Fig. 1: run 1, clock wiring as the flow saved it
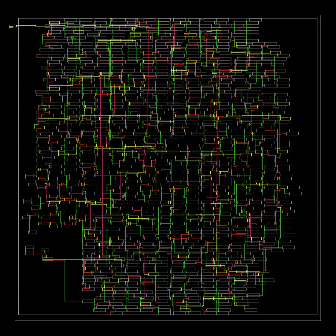
Fig. 2: run 1, port wiring
The bar under the picture is 100 microns long.
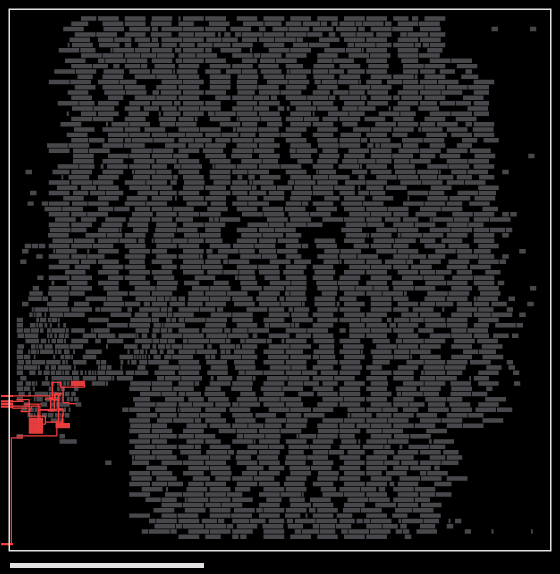
Fig. 3: run 1, layout detail
Region (49, 188) to (89, 228) microns. Cells in gray, sequential cells in the stronger gray; small squares are vias.
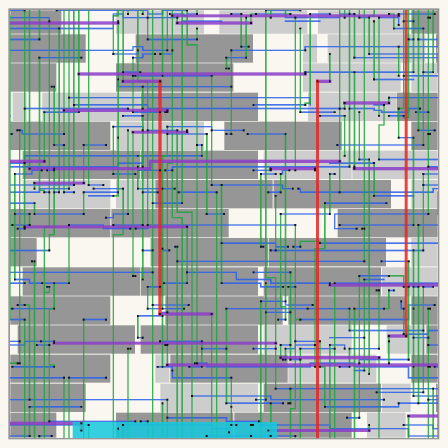
## src/rtl/nanorv32_retire_trace.sv

```systemverilog
// Retire-point trace FIFO (FWFT, valid/ready drain) with drop accounting and end-of-test status.
// Optional status FSM enabled by defining NANORV32_TRACE_STATUS_EN.
module nanorv32_retire_trace #(
  parameter int          DEPTH_LOG2 = 4,
  parameter logic [31:0] END_PC     = 32'h0000_0100,
  parameter logic [31:0] PASS_VAL   = 32'hCAFF_E000,
  parameter logic [31:0] FAIL_VAL   = 32'hDEAD_0000
) (
  input  logic                  clk,
  input  logic                  rst_n,
  input  logic                  ret_valid,
  input  logic [31:0]           ret_pc,
  input  logic [31:0]           ret_instr,
  input  logic [31:0]           ret_a0,
  output logic                  trace_valid,
  input  logic                  trace_ready,
  output logic [31:0]           trace_pc,
  output logic [31:0]           trace_instr,
  output logic                  trace_gap,
  output logic [15:0]           drop_cnt,
  output logic [DEPTH_LOG2:0]   fill_level,
  output logic                  test_done,
  output logic [1:0]            test_code
);

  localparam int                 DEPTH   = 1 << DEPTH_LOG2;
  localparam logic [DEPTH_LOG2:0] FULL_C  = {1'b1, {DEPTH_LOG2{1'b0}}};
  localparam logic [DEPTH_LOG2:0] CNT_ONE = {{DEPTH_LOG2{1'b0}}, 1'b1};
  localparam logic [DEPTH_LOG2-1:0] PTR_ONE = {{(DEPTH_LOG2-1){1'b0}}, 1'b1};

  logic [31:0]           pc_mem_q    [DEPTH];
  logic [31:0]           instr_mem_q [DEPTH];
  logic                  gap_mem_q   [DEPTH];
  logic [DEPTH_LOG2-1:0] wptr_q, wptr_d, rptr_q, rptr_d;
  logic [DEPTH_LOG2:0]   count_q, count_d;
  logic [15:0]           drop_q, drop_d;
  logic                  gap_pend_q, gap_pend_d;
  logic                  pop, push, full;

  assign full        = (count_q == FULL_C);
  assign trace_valid = (count_q != '0);
  assign pop         = trace_valid && trace_ready;
  // A full FIFO still takes the new record when the head leaves in the same cycle.
  assign push        = ret_valid && (!full || pop);

  assign trace_pc    = pc_mem_q[rptr_q];
  assign trace_instr = instr_mem_q[rptr_q];
  assign trace_gap   = gap_mem_q[rptr_q];
  assign drop_cnt    = drop_q;
  assign fill_level  = count_q;

  always_comb begin
    wptr_d     = wptr_q;
    rptr_d     = rptr_q;
    count_d    = count_q;
    drop_d     = drop_q;
    gap_pend_d = gap_pend_q;
    if (push) begin
      wptr_d     = wptr_q + PTR_ONE;
      gap_pend_d = 1'b0;
    end else if (ret_valid) begin
      gap_pend_d = 1'b1;
      if (drop_q != 16'hFFFF) drop_d = drop_q + 16'd1;
    end
    if (pop) rptr_d = rptr_q + PTR_ONE;
    case ({push, pop})
      2'b10:   count_d = count_q + CNT_ONE;
      2'b01:   count_d = count_q - CNT_ONE;
      default: count_d = count_q;
    endcase
  end

  always_ff @(posedge clk) begin
    if (!rst_n) begin
      wptr_q     <= '0;
      rptr_q     <= '0;
      count_q    <= '0;
      drop_q     <= '0;
      gap_pend_q <= 1'b0;
    end else begin
      wptr_q     <= wptr_d;
      rptr_q     <= rptr_d;
      count_q    <= count_d;
      drop_q     <= drop_d;
      gap_pend_q <= gap_pend_d;
    end
  end

  // Storage is not reset; a write during reset is harmless since pointers/count clear.
  always_ff @(posedge clk) begin
    if (push) begin
      pc_mem_q[wptr_q]    <= ret_pc;
      instr_mem_q[wptr_q] <= ret_instr;
      gap_mem_q[wptr_q]   <= gap_pend_q;
    end
  end

`ifdef NANORV32_TRACE_STATUS_EN
  typedef enum logic [1:0] {
    ST_RUN  = 2'b00,
    ST_PASS = 2'b01,
    ST_FAIL = 2'b10,
    ST_UNK  = 2'b11
  } st_e;

  st_e st_q, st_d;

  always_ff @(posedge clk) begin
    if (!rst_n) st_q <= ST_RUN;
    else        st_q <= st_d;
  end

  always_comb begin
    st_d = st_q;
    if (st_q == ST_RUN && ret_valid && ret_pc == END_PC) begin
      if (ret_a0 == PASS_VAL)      st_d = ST_PASS;
      else if (ret_a0 == FAIL_VAL) st_d = ST_FAIL;
      else                         st_d = ST_UNK;
    end
  end

  always_comb begin
    test_done = (st_q != ST_RUN);
    test_code = st_q;
  end
`else
  logic unused_status;
  assign unused_status = ^{ret_a0, END_PC, PASS_VAL, FAIL_VAL};
  assign test_done     = 1'b0;
  assign test_code     = 2'b00;
`endif

endmodule

```

## config.mk

```make
export PLATFORM = sky130hd
export DESIGN_NAME = nanorv32_retire_trace
export DESIGN_NICKNAME = d
export VERILOG_FILES = /design/src/rtl/nanorv32_retire_trace.sv
export SDC_FILE = /design/constraint.sdc
export NUM_CORES = 1
export LEC_CHECK = 0
export CAP_MARGIN = 10
export CORE_MARGIN = 3
export CORE_UTILIZATION = 55
export DETAILED_ROUTE_END_ITERATION = 7
export PLACE_DENSITY = 0.78
export SLEW_MARGIN = 20
export SYNTH_ARGS = -nofsm -noshare
export SYNTH_HDL_FRONTEND = slang
export SYNTH_SLANG_ARGS = --single-unit
```

## constraint.sdc

```tcl
create_clock -name clk -period 8.3 [get_ports clk]
set_input_delay 1.245 -clock clk [delete_from_list [all_inputs] [get_ports clk]]
set_output_delay 1.245 -clock clk [all_outputs]
set_load 0.01 [all_outputs]
```

==> results.txt, run 1 <==
This note records the results obtained with Yosys and OpenROAD.

Placement
The placement summary gives the final routability congestion estimate as 0.745. The post-placement cell area is approximately 43000 sq um. For this run the detailed placement stage logged an HPWL of around 42000 microns.

Drt
The aggregate routed wire length is around 86000 microns. The iteration count recorded for the first detailed-route pass is 6. The mean number of vias per cell is ~6.3. Per the detail_route report, the via count comes to ~18k. The residual antenna-violating net count after detailed routing is 0. The routed layout reports a DRC error count of 0.

STA
OpenROAD reports that the post-layout worst path occupies between 60% and 70% of the period. Setup repair after global routing left no endpoint under its margin. The worst path needs about 5 ns of the cycle, external delays included. After layout, the setup clock skew is reported as roughly 0.024 ns. The count of final max-slew check failures is 0. The final number of setup-violating endpoints is 0. Endpoints failing hold in the final report were tallied at 0.

Clock network
The report lists the number of cells resized after CTS as 0. The root buffer selected by CTS is sky130_fd_sc_hd__clkbuf_16. The number of buffers added to fix hold violations after cts is 0.

The post-CTS setup-driven buffer insertion count is 0.

Synth
The most frequently used flop master after synthesis is sky130_fd_sc_hd__edfxtp_1. The mean area per synthesized cell is between 20 and 25 sq um. The largest family of logic cells by area is multiplexers.

In the synthesized netlist the async set-or-reset flop fraction comes to 0%. The chip area in the Yosys report is 40600 sq um. The synthesized-area fraction occupied by and/or/nand/nor cells is approximately 1.2%. The post-synth register bit count is 1074. Per the synthesis report, the adder-cell share of the synthesized area is 0.327%. The cell area after synthesis is between 40000 and 50000 sq um. The warning tally printed by Yosys for this design is 0. Per the synthesis report, the XOR/XNOR share of the synthesized area is less than 1%.

The library cell occupying the most area in the post-synthesis netlist is sky130_fd_sc_hd__edfxtp_1.

Critical path
For reference, the most critical setup path is categorized as reg2out. The worst reg-to-reg setup slack is about 4.7 ns. STA puts the critical path data arrival time at 3.86 ns. The worst setup path is launched from a flip-flop. The reg-to-reg endpoint is instr_mem_q[8][28]. The startpoint of the most critical register-to-register path is fill_level[0]. In this run the worst path has a maximum fanout of 77. The endpoint class of the critical path is a primary output.

Run
The stage logs contain a warning count of about 65. The count of maximum capacitance violations is 0.

Global routing
The largest net degree at the start of global routing is about 110. Summed over all routing layers, the global router reports a total usage of a little under a quarter. The first global-routing pass estimated between 100000 and 150000 microns of wire.

The final global-route overflow total is 0.

Power
The maximum vdd ir drop is around 0.00026 V. In this run the static leakage power is about 14 nW. The post-route total power is between 10 and 15 mW.

Cells and area
The final layout net count is between 1.5k and 2k. The share of final-layout standard cells stronger than drive strength 1 is 27.6%. The area growth from synthesis to layout is 15.1%. The total non-filler cell area in the finished layout is 46800 sq um.

Run status
The flow ran to the end, and the final reports show no timing, DRC or antenna violations.

Floorplanning
The area of the core is 73100 sq um. The x dimension of the die is between 200 and 300 microns. From bottom edge to top edge, the die measures about 280 microns. The fraction of the core area occupied by cells at floorplan is 55.6%.

The row count is 99.

Hold path
In the hold timing report, the worst path depth is 2. The startpoint of the most critical hold path is rptr_q[1].
## Picture notes: Fig. 1
total clock sinks: 1074
total CTS buffers: 103
clock latency on the worst-skew pair: 0.67 ns

## Picture notes: Fig. 2
[red] fill_level | bits: 5 | direction: output | end cells: 5 | buffers: 5 | wire: 358 microns
Top-Level Pins: 190
count of port buffers added during placement: 154

## Picture notes: Fig. 3
[blue] metal 1
[green] metal 2
[cyan] metal 5
[purple] metal 3
[red] metal 4
netlist names of flops here include: pc_mem_q (29)
cells with their middle in the window: 51
most frequent: edfxtp_1 (29), mux4_2 (10), clkbuf_16 (5)
sequential cells in the window: 29

[run 1: critical path, cell delays in order, from the launching register on]
cell	delay (ns)
sky130_fd_sc_hd__dfxtp_4	0.62
sky130_fd_sc_hd__buf_16	0.30
sky130_fd_sc_hd__buf_12	0.54
sky130_fd_sc_hd__mux4_2	0.59
sky130_fd_sc_hd__mux4_2	0.57
sky130_fd_sc_hd__clkdlybuf4s50_1	0.53
[run 1: layout make-up]
type	instances	area share, %
sequential	1074	68.3
multi-input combinational	485	18.0
clock buffer	125	5.78
timing repair buffer	192	4.00
tap	959	2.57
clock inverter	67	1.25
inverter	9	0.0722
antenna	4	0.0214
[run 1: metal layers]
layer	GRT usage (%)	share of wire, %
met1	31.6	38
met3	4.39	8.0
met2	38.1	52
met4	6.38	1.7
met5	0	0.14
[run 1: logic make-up (layout without fill, tap and decap cells)]
group,after synthesis,after routing
flip-flops,1074,1074
multiplexers,328,328
AND/OR/NAND/NOR,100,100
buffers and inverters,92,393
AND-OR/OR-AND,25,25
XOR/XNOR,19,19
adder cells (fa/ha/maj),10,10
other,1,7
[run 1: registers in the layout (all words and copies together) (netlist names), named ones only]
signal       count
fill_level       5
rptr_q           4
instr_mem_q    512
drop_cnt        16
gap_mem_q       16
gap_pend_q       1
wptr_q           4
pc_mem_q       512
[run 1: where the power goes]
part | internal (mW) | switching [mW]
registers | 6.07 | 0.0892
clock network | 2.58 | 1.95
logic | 1.47 | 1.15
[run 1: stage by stage]
stage / cells / setup slack (ns)
3_5_place_dp: 2718 / 3.42
6_report: 2915 / 3.20
3_3_place_gp: 2718 / 3.44
5_1_grt: 2913 / 2.95
2_1_floorplan: 1651 / 1.43
4_1_cts: 2910 / 2.71
--- run 2 (diff from run 1) ---
--- a/config.mk
+++ b/config.mk
@@ -7,9 +7,9 @@
 export LEC_CHECK = 0
 export CAP_MARGIN = 10
 export CORE_MARGIN = 3
-export CORE_UTILIZATION = 55
+export CORE_UTILIZATION = 54
 export DETAILED_ROUTE_END_ITERATION = 7
-export PLACE_DENSITY = 0.78
+export PLACE_DENSITY = 0.79
 export SLEW_MARGIN = 20
 export SYNTH_ARGS = -nofsm -noshare
 export SYNTH_HDL_FRONTEND = slang
==> constraint.sdc (replaced) <==
create_clock -name clk -period 4.19 [get_ports clk]
set_input_delay 0.6285 -clock clk [delete_from_list [all_inputs] [get_ports clk]]
set_output_delay 0.6285 -clock clk [all_outputs]
set_load 0.01 [all_outputs]
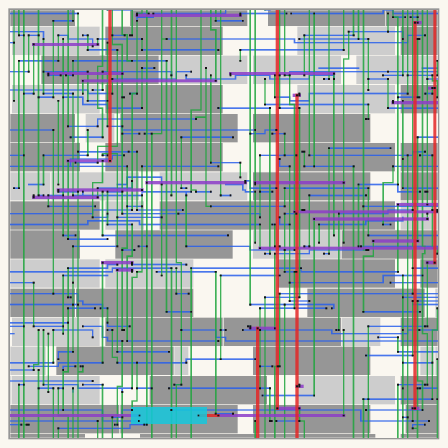
Fig. 4. Layout detail (run 2).
Region (50, 190) to (90, 230) microns. Cells in gray, sequential cells in the stronger gray; small squares are vias.
[purple] metal 3
[cyan] metal 5
[green] metal 2
[red] metal 4
[blue] metal 1
netlist names of flops here include: pc_mem_q (31)
sequential cells in the window: 31
cells with their middle in the window: 51
most frequent: edfxtp_1 (31), mux4_2 (11), clkbuf_16 (4)

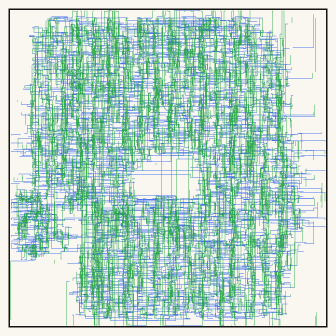
Fig. 5. Metal layers overlaid (run 2).
Two of the layers only.
[green] metal 2 | wire length: 45.8 mm
[blue] metal 1 | wire length: 34.5 mm
detail-routed net length per standard cell: 30.4 microns
global-route usage over all layers: 23.4%
Via Count: 18.7k

==> run 2 against run 1 <==
Wire length is 3.7% higher. Worst hold slack improved by 0.024 ns. Clock-buffer cell count is 4 higher. Sequential power is 98% higher. First-iteration DRC count up 8.3%. Utilization rose by 0.54 points. Highest routed layer unchanged.
==> results.txt, run 2 <==
This note records the results obtained with Yosys and OpenROAD.

Critical path
The launching element type of the critical path is a flip-flop. The worst reg-to-reg setup slack came to 1.23 ns (-3.44 ns). The slowest stage of the critical path belongs to the cell sky130_fd_sc_hd__clkdlybuf4s50_1. Per the timing report, the most critical flop-to-flop path finishes at fill_level[4].

The worst setup path is captured at a primary output. The critical path start-end classification is reg2out. The total stage count of the critical path is 5 (unchanged). The kind of cell adding the most delay to the critical path is buffers and inverters. The cell type with the highest occurrence count on the critical path is sky130_fd_sc_hd__mux4_2. The launch point of the worst register-to-register path is recorded as fill_level[0].

Synth
The most frequently used flop master after synthesis is sky130_fd_sc_hd__edfxtp_1. The proportion of synthesized flip-flops having asynchronous set or reset was 0% (unchanged). The mean area per synthesized cell is 24.6 sq um (unchanged).

The library cell occupying the most area in the post-synthesis netlist is sky130_fd_sc_hd__edfxtp_1. The register bit total from synthesis is 1074 (unchanged). The number of synthesis warnings is 0 (unchanged). The chip area in the Yosys report is 40600 sq um (unchanged). The cell area after synthesis is 40600 sq um (unchanged). By area, the combinational part of the netlist is dominated by multiplexers.

Power
The design internal power came to 20.2 mW (+100%). The portion of total power attributed to the clock network came to 34.0% (about the same). The power in sequential cells was 12.2 mW (+98%). The switching power is 6.40 mW (+100%). The proportion of total power due to net switching is 24.1% (+0.067 points).

The clock network power was 9.05 mW (+100%). The cell leakage power is 14.5 nW (+1.8%). The sequential fraction of design power is 45.8% (-0.5 points).

The maximum vdd ir drop is 0.000445 V (+69%). The highest-power group is sequential cells. The combinational-cell power consumption is 5.39 mW (+110%).

Cells and area
In the final layout, the registers with the most flip-flops are instr_mem_q: 512 flops, pc_mem_q: 512 flops. The share of final-layout standard cells stronger than drive strength 1 was 28.5% (+0.87 points). The tally of non-filler cells in the final layout is 2950 (+1.2%). The final layout net count was 2009 (+1.7%). The area growth from synthesis to layout is 17.1%.

Drt
The post-route met1 wirelength is 34500 microns (+4.6%). The met3 wirelength from detailed routing came to 6860 microns (-1.3%). The aggregate routed wire length was 89700 microns (+3.7%). The routed length on met2 is 45800 microns (+1.8%). The detailed router used layers up to and including met5.

The mean number of vias per cell is 6.33 (about the same).

Floorplanning
The fraction of the core area occupied by cells at floorplan is 55.1% (-0.47 points). The x dimension of the die is 280 microns (+0.90%). The overall die height is 280 microns (+0.90%).

The row count is 99 (unchanged). The number of ports placed on the die boundary is 190 (unchanged). The area of the core is 73700 sq um (+0.85%).

Clock network
The root buffer selected by CTS is sky130_fd_sc_hd__clkbuf_16. The worst-skew pair later-pin latency is 0.66 ns (about the same). The number of buffers added to fix hold violations after cts is 0 (unchanged). The total clock buffers created by CTS is 102 (-0.97%).

The number of clock sinks was 1074 (unchanged).

Global routing
After global routing, the most crowded layer is met2. The met3 routing resource usage after global routing came to 3.54% (-0.85 points). The largest net degree at the start of global routing is 58 (-47%). The met1 track demand over resource came to 32.5% (+0.96 points). The global-route wire length before repair came to 133000 microns (+2.8%).

Run status
The run finished with clean final reports.

Placement
The final weighted congestion in routability-driven placement is 0.752 (+1.0%). The number of buffers added on ports is 154 (unchanged). The placed cell count is 2754 (+1.3%).

Run
The number of warnings the tools reported is 63 (-3.1%). The count of maximum capacitance violations is 0 (unchanged).

STA
The worst clock skew is 0.0199 ns (-0.00406 ns).
run 2: netlist changes by cell type in the layout (fill, tap and decap cells not counted), moves of 4 or more:
| cell | previous run | this run |
|---|---|---|
| sky130_fd_sc_hd__nor3_4 | 0 | 4 |
| sky130_fd_sc_hd__buf_4 | 35 | 28 |
| sky130_fd_sc_hd__nor3_2 | 5 | 1 |
| sky130_fd_sc_hd__clkbuf_1 | 20 | 26 |
| sky130_fd_sc_hd__buf_12 | 2 | 43 |
| sky130_fd_sc_hd__clkinv_2 | 26 | 15 |
run 2: area by class of cell:
type | count | area share, %
Clock buffer | 129 | 5.62
Timing Repair Buffer | 227 | 5.54
Inverter | 9 | 0.0710
Antenna cell | 4 | 0.0210
Multi-Input combinational cell | 485 | 17.8
Tap cell | 959 | 2.52
Sequential cell | 1074 | 67.1
Clock inverter | 63 | 1.30
run 2: worst min path at each step:
| stage | start | end | depth (start not counted) |
|---|---|---|---|
| after floorplan | rptr_q[1] | flip-flop | 2 |
| after global placement | rptr_q[3] | flip-flop | 2 |
| after detailed placement | wptr_q[1] | wptr_q[1] | 2 |
| after CTS | wptr_q[1] | wptr_q[1] | 2 |
| after global routing | wptr_q[1] | wptr_q[1] | 2 |
| final | wptr_q[1] | wptr_q[1] | 2 |
run 2: what timing repair did:
item                       in CTS  in global routing
setup endpoints to repair       0                 10
resized                         0                  2
buffers inserted                0                  0
run 2: stage by stage:
step | area (sq um) | total power, mW | setup slack (ns)
6_report | 47600 | 26.6 | 0.193
5_1_grt | 47600 | 27.5 | 0.0753
4_1_cts | 47500 | 26.9 | 0.0199
3_5_place_dp | 44200 | 17.8 | 0.718
3_3_place_gp | 44200 | 17.7 | 0.769
2_1_floorplan | 40700 | 15.9 | -0.318
--- run 3 (diff from run 2) ---
--- a/config.mk
+++ b/config.mk
@@ -9,6 +9,7 @@
 export CORE_MARGIN = 3
 export CORE_UTILIZATION = 54
 export DETAILED_ROUTE_END_ITERATION = 7
+export HOLD_SLACK_MARGIN = 0.08
 export PLACE_DENSITY = 0.79
 export SLEW_MARGIN = 20
 export SYNTH_ARGS = -nofsm -noshare
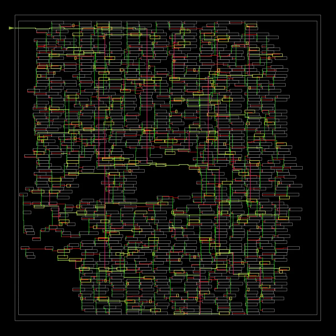
Fig. 6. Clock wiring as the flow saved it (run 3).
Power Clock: 9.05 mW
layout clock buffer count: 129
total CTS buffers: 102

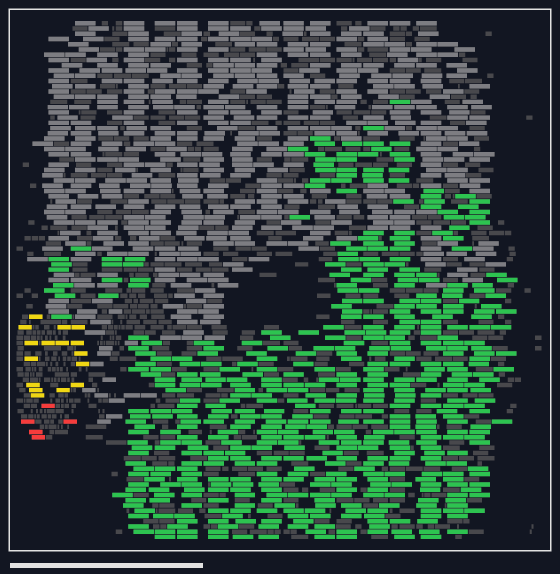
Fig. 7. Sequential cells colored by netlist name (run 3).
The bar under the picture is 100 microns long.
[red] fill_level | sequential cells: 5 | where: south-west
[green] instr_mem_q | sequential cells: 512
[yellow] drop_cnt | sequential cells: 16
Seq area share: 67.1%
post-layout utilization of the core: 64.5%
Register Area: 31900 sq um
sequential power: 12.2 mW

==> run 3 against run 2 <==
Total power stayed put. First-iteration DRC count is the same. Clock skew unchanged. Highest routed layer unchanged.
==> results.txt, run 3 <==
This note records the results obtained with Yosys and OpenROAD.

Run status
The flow ran to the end, and the final reports show no timing, DRC or antenna violations.

Hold path
The hold-critical path depth is 2 (unchanged). For the worst min-delay path, the startpoint reported by OpenROAD is wptr_q[1].

Critical path
The worst reg-to-reg setup slack is 1.23 ns (about the same). The launching element type of the critical path is a flip-flop. The setup path with the least slack is of type reg2out. The reg-to-reg endpoint is fill_level[4].

In this design, the critical path's most frequently occurring cell is sky130_fd_sc_hd__mux4_2. The worst setup path is captured at a primary output. The startpoint of the most critical register-to-register path is fill_level[0].

Cells and area
The area growth from synthesis to layout is 17.1% (unchanged). The share of final-layout standard cells stronger than drive strength 1 is 28.5% (unchanged). The total non-filler cell area in the finished layout came to 47600 sq um (unchanged). The largest registers in the layout are instr_mem_q: 512 flops, pc_mem_q: 512 flops.

Synth
In the synthesized netlist the dominant register cell turns out to be sky130_fd_sc_hd__edfxtp_1. The proportion of synthesized flip-flops having asynchronous set or reset is 0% (unchanged). The number of synthesis warnings was 0 (unchanged). The cell area after synthesis is 40600 sq um (unchanged). The register bit total from synthesis is 1074 (unchanged). The chip area in the Yosys report is 40600 sq um (unchanged).

The mean area per synthesized cell came to 24.6 sq um (unchanged). Summed over all instances, the cell type with the most area after synthesis is sky130_fd_sc_hd__edfxtp_1.

Placement
The final weighted congestion in routability-driven placement came to 0.752 (unchanged). The placed cell count was 2754 (unchanged). The pre-CTS setup slack is 0.718 ns (unchanged). The post-placement cell area is 44200 sq um (unchanged). The number of buffers added on ports is 154 (unchanged).

Floorplanning
The fraction of the core area occupied by cells at floorplan is 55.1% (unchanged). The overall die height is 280 microns (unchanged). The x dimension of the die is 280 microns (unchanged). The area of the core is 73700 sq um (unchanged). The number of ports placed on the die boundary is 190 (unchanged).

Clock network
The post-CTS setup-driven buffer insertion count is 0 (unchanged). The root buffer selected by CTS is sky130_fd_sc_hd__clkbuf_16.

Power
The design internal power is 20.2 mW (unchanged). The switching power is 6.40 mW (unchanged). The portion of total power attributed to the clock network is 34.0% (about the same). The proportion of total power due to net switching came to 24.1% (unchanged). The cell leakage power is 14.5 nW (unchanged).

Global routing
The met3 routing resource usage after global routing is 3.54% (unchanged). The peak-usage layer in the global routing report is met2. The global-route wire length before repair is 133000 microns (unchanged). The met1 track demand over resource came to 32.5% (unchanged).

Drt
The aggregate routed wire length came to 89700 microns (unchanged). The final routed wire length divided by cell count is 30.4 microns (unchanged). The post-route met1 wirelength came to 34500 microns (unchanged).

The vias after detailed routing was 18.7k (unchanged).

Run
The count of maximum capacitance violations was 0 (unchanged). The number of warnings the tools reported is 63 (unchanged).

STA
The worst clock skew is 0.0199 ns (unchanged).
run 3: final cells by class:
type,count,area [sq um]
diodes,4,10.0
clock buffers,129,2680
clock inverters,63,618
fillers,4508,26100
inverters,9,33.8
multi-input cells,485,8460
flip-flops and latches,1074,31900
well taps,959,1200
repair buffers,227,2640
run 3: power by group through the flow:
stage                     Clock [mW]  Sequential (mW)  Combinational (mW)
final                           9.05             12.2                5.39
after global routing            9.61             12.2                5.74
after CTS                       9.19             12.2                5.49
after detailed placement           0             12.4                5.41
after global placement             0             12.4                5.34
after floorplan                    0             12.3                3.64
run 3: worst max-delay path: cells and delay by family (launching register included):
family	cells	cell delay, ns
multiplexers	2	1.02
flip-flops	1	0.52
buffers and inverters	3	1.13
run 3: kinds of logic (layout without fill, tap and decap cells):
| group | after synthesis | count (layout) | share of synthesized area (%) |
|---|---|---|---|
| flip-flops | 1074 | 1074 | 78.6 |
| multiplexers | 328 | 328 | 18.1 |
| AND/OR/NAND/NOR | 100 | 100 | 1.24 |
| buffers and inverters | 92 | 428 | 0.952 |
| AND-OR/OR-AND | 25 | 25 | 0.404 |
| XOR/XNOR | 19 | 19 | 0.410 |
| adder cells (fa/ha/maj) | 10 | 10 | 0.327 |
| other | 1 | 7 | 0.00923 |
run 3: worst max path at each step:
stage                start              end  slack, ns  cells past startpoint
2_1_floorplan  trace_ready    gap_mem_q[11]      -0.32                      5
6_report         flip-flop  trace_instr[29]       0.19                      5
4_1_cts          flip-flop  trace_instr[10]       0.02                      4
3_5_place_dp   trace_ready  pc_mem_q[4][24]       0.72                      6
3_3_place_gp   trace_ready  pc_mem_q[4][19]       0.77                      6
5_1_grt          flip-flop  trace_instr[29]       0.08                      5
run 3: what timing repair did:
action / in CTS / in global routing
endpoints found under the setup margin: 0 / 10
hold buffers: 0 / 0
resized: 0 / 2
Power is estimated from default activity; no workload was simulated.
